==> src/rtl/qc_shift_sequencer.sv <==
// rtl/qc_shift_sequencer.sv - QC-LDPC base-matrix row sequencer feeding a pipelined circular shifter
// Issues one row's columns, aligns present-tags with shifter latency and XOR-accumulates the result.
module qc_shift_sequencer #(
  parameter int MAXZ     = 81,
  parameter int NUM_COLS = 24,
  parameter int NUM_ROWS = 12,
  localparam int SHIFT_W   = $clog2(MAXZ),
  localparam int SHIFT_LAT = $clog2(MAXZ),
  localparam int COL_W     = $clog2(NUM_COLS),
  localparam int ROW_W     = $clog2(NUM_ROWS)
) (
  input  logic                   CLK,
  input  logic                   rst_n,
  input  logic                   start_i,
  input  logic [ROW_W-1:0]       row_idx_i,
  output logic                   busy_o,
  output logic                   hm_rd_o,
  output logic [ROW_W+COL_W-1:0] hm_addr_o,
  input  logic [SHIFT_W:0]       hm_data_i,
  output logic                   blk_rd_o,
  output logic [COL_W-1:0]       blk_addr_o,
  input  logic [MAXZ-1:0]        blk_data_i,
  output logic [MAXZ-1:0]        sh_data_o,
  output logic [SHIFT_W-1:0]     sh_shift_o,
  input  logic [MAXZ-1:0]        sh_data_i,
  output logic                   res_valid_o,
  input  logic                   res_ready_i,
  output logic [MAXZ-1:0]        res_data_o,
  output logic                   err_o
);

  localparam logic [COL_W-1:0] LAST_COL = COL_W'(NUM_COLS - 1);
  localparam logic [SHIFT_W:0] MAXZ_V   = (SHIFT_W + 1)'(MAXZ);

  typedef enum logic [1:0] {IDLE, ISSUE, DRAIN, OUTPUT} state_t;

  state_t               state_q, state_d;
  logic [ROW_W-1:0]     row_q;
  logic [COL_W-1:0]     col_q;
  logic                 rd_q, rd_last_q;
  logic                 tag_q, tag_last_q;
  logic [SHIFT_LAT-1:0] dly_tag_q, dly_last_q;
  logic                 done_q;
  logic [MAXZ-1:0]      acc_q;
  logic                 err_q;

  logic                 accept;
  logic                 present;
  logic                 in_range;

  assign accept   = (state_q == IDLE) && start_i;
  assign present  = hm_data_i[SHIFT_W];
  assign in_range = {1'b0, hm_data_i[SHIFT_W-1:0]} < MAXZ_V;

  always_ff @(posedge CLK) begin
    if (!rst_n) state_q <= IDLE;
    else        state_q <= state_d;
  end

  always_comb begin
    state_d = state_q;
    case (state_q)
      IDLE:    if (start_i) state_d = ISSUE;
      ISSUE:   if (col_q == LAST_COL) state_d = DRAIN;
      DRAIN:   if (done_q) state_d = OUTPUT;
      OUTPUT:  if (res_ready_i) state_d = IDLE;
      default: state_d = IDLE;
    endcase
  end

  always_comb begin
    busy_o      = (state_q != IDLE);
    hm_rd_o     = (state_q == ISSUE);
    blk_rd_o    = (state_q == ISSUE);
    res_valid_o = (state_q == OUTPUT);
    hm_addr_o   = {row_q, col_q};
    blk_addr_o  = col_q;
    res_data_o  = acc_q;
    err_o       = err_q;
  end

  // Read strobe is registered so the capture stage knows when memory data is real.
  always_ff @(posedge CLK) begin
    if (!rst_n) begin
      row_q      <= '0;
      col_q      <= '0;
      rd_q       <= 1'b0;
      rd_last_q  <= 1'b0;
      sh_data_o  <= '0;
      sh_shift_o <= '0;
      tag_q      <= 1'b0;
      tag_last_q <= 1'b0;
      dly_tag_q  <= '0;
      dly_last_q <= '0;
      done_q     <= 1'b0;
      acc_q      <= '0;
      err_q      <= 1'b0;
    end else begin
      rd_q      <= hm_rd_o;
      rd_last_q <= hm_rd_o && (col_q == LAST_COL);

      if (accept) begin
        row_q <= row_idx_i;
        col_q <= '0;
      end else if (hm_rd_o) begin
        col_q <= col_q + COL_W'(1);
      end

      tag_q      <= rd_q && present && in_range;
      tag_last_q <= rd_last_q;
      if (rd_q && present && in_range) begin
        sh_data_o  <= blk_data_i;
        sh_shift_o <= hm_data_i[SHIFT_W-1:0];
      end else begin
        sh_data_o  <= '0;
        sh_shift_o <= '0;
      end
      if (rd_q && present && !in_range) err_q <= 1'b1;

      // Tags ride alongside the shifter so each lands with its own rotated block.
      dly_tag_q  <= {dly_tag_q[SHIFT_LAT-2:0], tag_q};
      dly_last_q <= {dly_last_q[SHIFT_LAT-2:0], tag_last_q};
      done_q     <= dly_last_q[SHIFT_LAT-1];

      if (accept)                          acc_q <= '0;
      else if (dly_tag_q[SHIFT_LAT-1])     acc_q <= acc_q ^ sh_data_i;
    end
  end

endmodule

==> config.mk <==
export PLATFORM = sky130hd
export DESIGN_NAME = qc_shift_sequencer
export DESIGN_NICKNAME = d
export VERILOG_FILES = /design/src/rtl/qc_shift_sequencer.sv
export SDC_FILE = /design/constraint.sdc
export NUM_CORES = 1
export LEC_CHECK = 0
export ABC_AREA = 1
export CELL_PAD_IN_SITES_DETAIL_PLACEMENT = 1
export CELL_PAD_IN_SITES_GLOBAL_PLACEMENT = 1
export CORE_MARGIN = 5
export CORE_UTILIZATION = 28
export DETAILED_ROUTE_END_ITERATION = 7
export GPL_ROUTABILITY_DRIVEN = 0
export PLACE_DENSITY_LB_ADDON = 0.1
export REMOVE_ABC_BUFFERS = 1
export SLEW_MARGIN = 30
export SYNTH_ARGS = -nofsm -noshare
export SYNTH_HDL_FRONTEND = slang
export SYNTH_SLANG_ARGS = --single-unit
==> constraint.sdc <==
create_clock -name CLK -period 2 [get_ports CLK]
set_input_delay 0.4 -clock CLK [delete_from_list [all_inputs] [get_ports CLK]]
set_output_delay 0.4 -clock CLK [all_outputs]
set_load 0.02 [all_outputs]
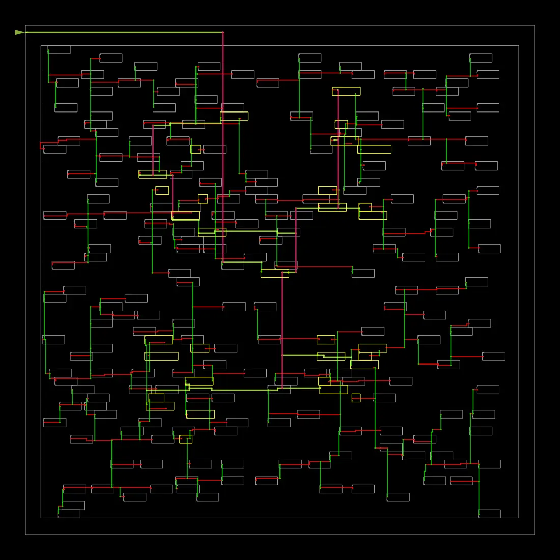
Fig. 1. Clock wiring as the flow saved it.
clk sinks: 200
skew final: 11.62 ps
Clock Latency Late Sink: 430 ps
seq_cells: 200

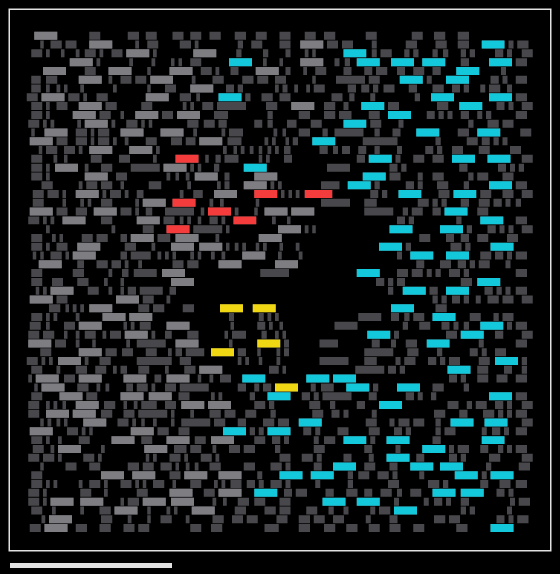
Fig. 2. Register map, names as in the netlist.
Scale bar: 50 um. Other sequential cells in the stronger gray, the rest of the logic in the fainter gray.
Key: `res_data_o` = cyan [sequential cells 81]; `dly_tag_q` = red [sequential cells 7]; `blk_addr_o` = yellow [sequential cells 5]

## sequential cells by signal (all words and copies together) (netlist names), 2 cells and up
| register | count |
|---|---|
| dly_last_q | 7 |
| sh_data_o | 81 |
| res_data_o | 81 |
| sh_shift_o | 7 |
| state_q | 2 |
| dly_tag_q | 7 |
| row_q | 4 |
| blk_addr_o | 5 |
## kinds of logic (layout without fill, tap and decap cells)
group	count (synthesis)	after routing	share of synthesized area (%)
flops	200	200	57.94
fa+ha+maj	5	5	0.9053
xor+xnor	1	1	0.1268
buf+inv	166	529	10.34
simple gates	320	320	24.12
compound gates	90	90	6.573
## cell type report
cell class	instances	area (um^2)
multi-input combinational	416	2200
clock inverter	14	201.4
fill	2747	12820
inverter	120	450.4
tap	324	405.4
timing repair buffer	377	3800
sequential	200	4008
clock buffer	18	439.2
## worst paths after layout
path | end | cells after the start
worst max-delay path | blk_addr_o[2] | 1
worst min-delay path | dly_tag_q[6] | 2
worst max register to register | res_data_o[10] | 6
worst min register to register | dly_tag_q[6] | 2
## power by group
group / switching [mW] / leakage, nW / internal (mW) / total [mW]
Clock: 1.73 / 0.311 / 1.97 / 3.70
Combinational: 0.710 / 2.64 / 0.658 / 1.37
Sequential: 0.0579 / 1.61 / 4.08 / 4.14
Total: 2.49 / 4.57 / 6.71 / 9.20
## routing by layer
| metal | track usage (%) | share of wire, % | wire length, um |
|---|---|---|---|
| met3 | 9.217 | 12 | 2791 |
| met2 | 25.48 | 46 | 10340 |
| met4 | 5.550 | 2.2 | 507 |
| met1 | 16.57 | 40 | 8930 |
| met5 | 0 | 0 | 0 |
## what timing repair did
item,in CTS,in global routing
resized,4,3
setup endpoints to repair,4,4
cloned,0,0
## placed cells by master (no fill, tap or decap), types with 7 or more instances in the layout
| cell | count |
|---|---|
| buf_4 | 7 |
| nand3_1 | 84 |
| clkdlybuf4s50_1 | 360 |
| inv_1 | 118 |
| clkbuf_16 | 17 |
| nor2_2 | 10 |
| a21oi_1 | 85 |
| nand2_1 | 37 |
| nor3b_1 | 83 |
| dfxtp_1 | 199 |
| nor2_1 | 99 |
## stage by stage
| step | cell area (um^2) | utilization, % | instances | TNS [ps] |
|---|---|---|---|---|
| floorplan | 6646 | - | 736 | -106020 |
| global placement | 10870 | 44.69 | 1437 | 0 |
| detailed placement | 10870 | 44.69 | 1437 | 0 |
| CTS | 11500 | 47.31 | 1469 | 0 |
| global route | 11500 | 47.30 | 1469 | -5.697 |
| finish | 11500 | 47.30 | 1469 | 0 |
==> impl_metrics.yaml <==
# flow metrics
synthesis:
  avgSynthCellArea_um2: 8.837
  top_area_share_pct: 57.94
  yosysUniqueCellTypes: 22
  synth_flops: 200
  yosysWarnings: 0
  ys_cells: 782
  yosysMostFrequentCell: "dfxtp_1"
  ys_chip_area_mm2: 0.006910
  syn_area_mm2: 0.006910
  largest_area_cell: "dfxtp_1"
  synthFlopType: "dfxtp_1"
  ys_top_cells_by_count: "200 x dfxtp_1, 118 x inv_1, 99 x nor2_1"
  edf_count: 0
  netlist_instances: 782
drt:
  postRouteAntennaNets: 0
  drcViolationCount: 0
  routed_via_density: 4.327
  via_count: 6356
finish:
  syn_to_final_growth_pct: 66.47
  drive_gt1_share_pct: 5.415
worst_hold_path:
  min_from: "dly_tag_q[5]"
  min_path_type: "register to register"
timing:
  holdWs_ps: 412.0
  fin_ws_ps: 67.16
flow_run:
  drv_cap: 0
  log.warning_count: 29
die:
  fp.coreArea_mm2: 0.02432
  placementRows: 57
  fp_util_pct: 28.41
  io_pins: 366
clock_tree:
  post_cts_buffers: 0
  clkTransAtPathRegs_ps: 70
  cts_tree: "built"
  clockBufferDepth: 2
  cts_buffers: 17
worst_setup_path:
  critical_path_class: "register to primary output"
  r2r-start: "state_q[0]"
  crit_path_start: "blk_addr_o[2]"
  r2r_setup_slack_ps: 430
  path_cells: "clkdlybuf4s50_1"
  crit_buf_inv: 1
run_status:
  status: "finished, final reports clean"
placed_design:
  dp_slack_ps: 159.3
  dp_hpwl_mm: 17.56
global_route:
  antenna_found_initial: 0
  grt_pass1_vias: 6356
  grt_max_degree: 54
pwr:
  cellPowerDensity_mw_per_mm2: 799.9
Power is estimated from default activity; no workload was simulated.
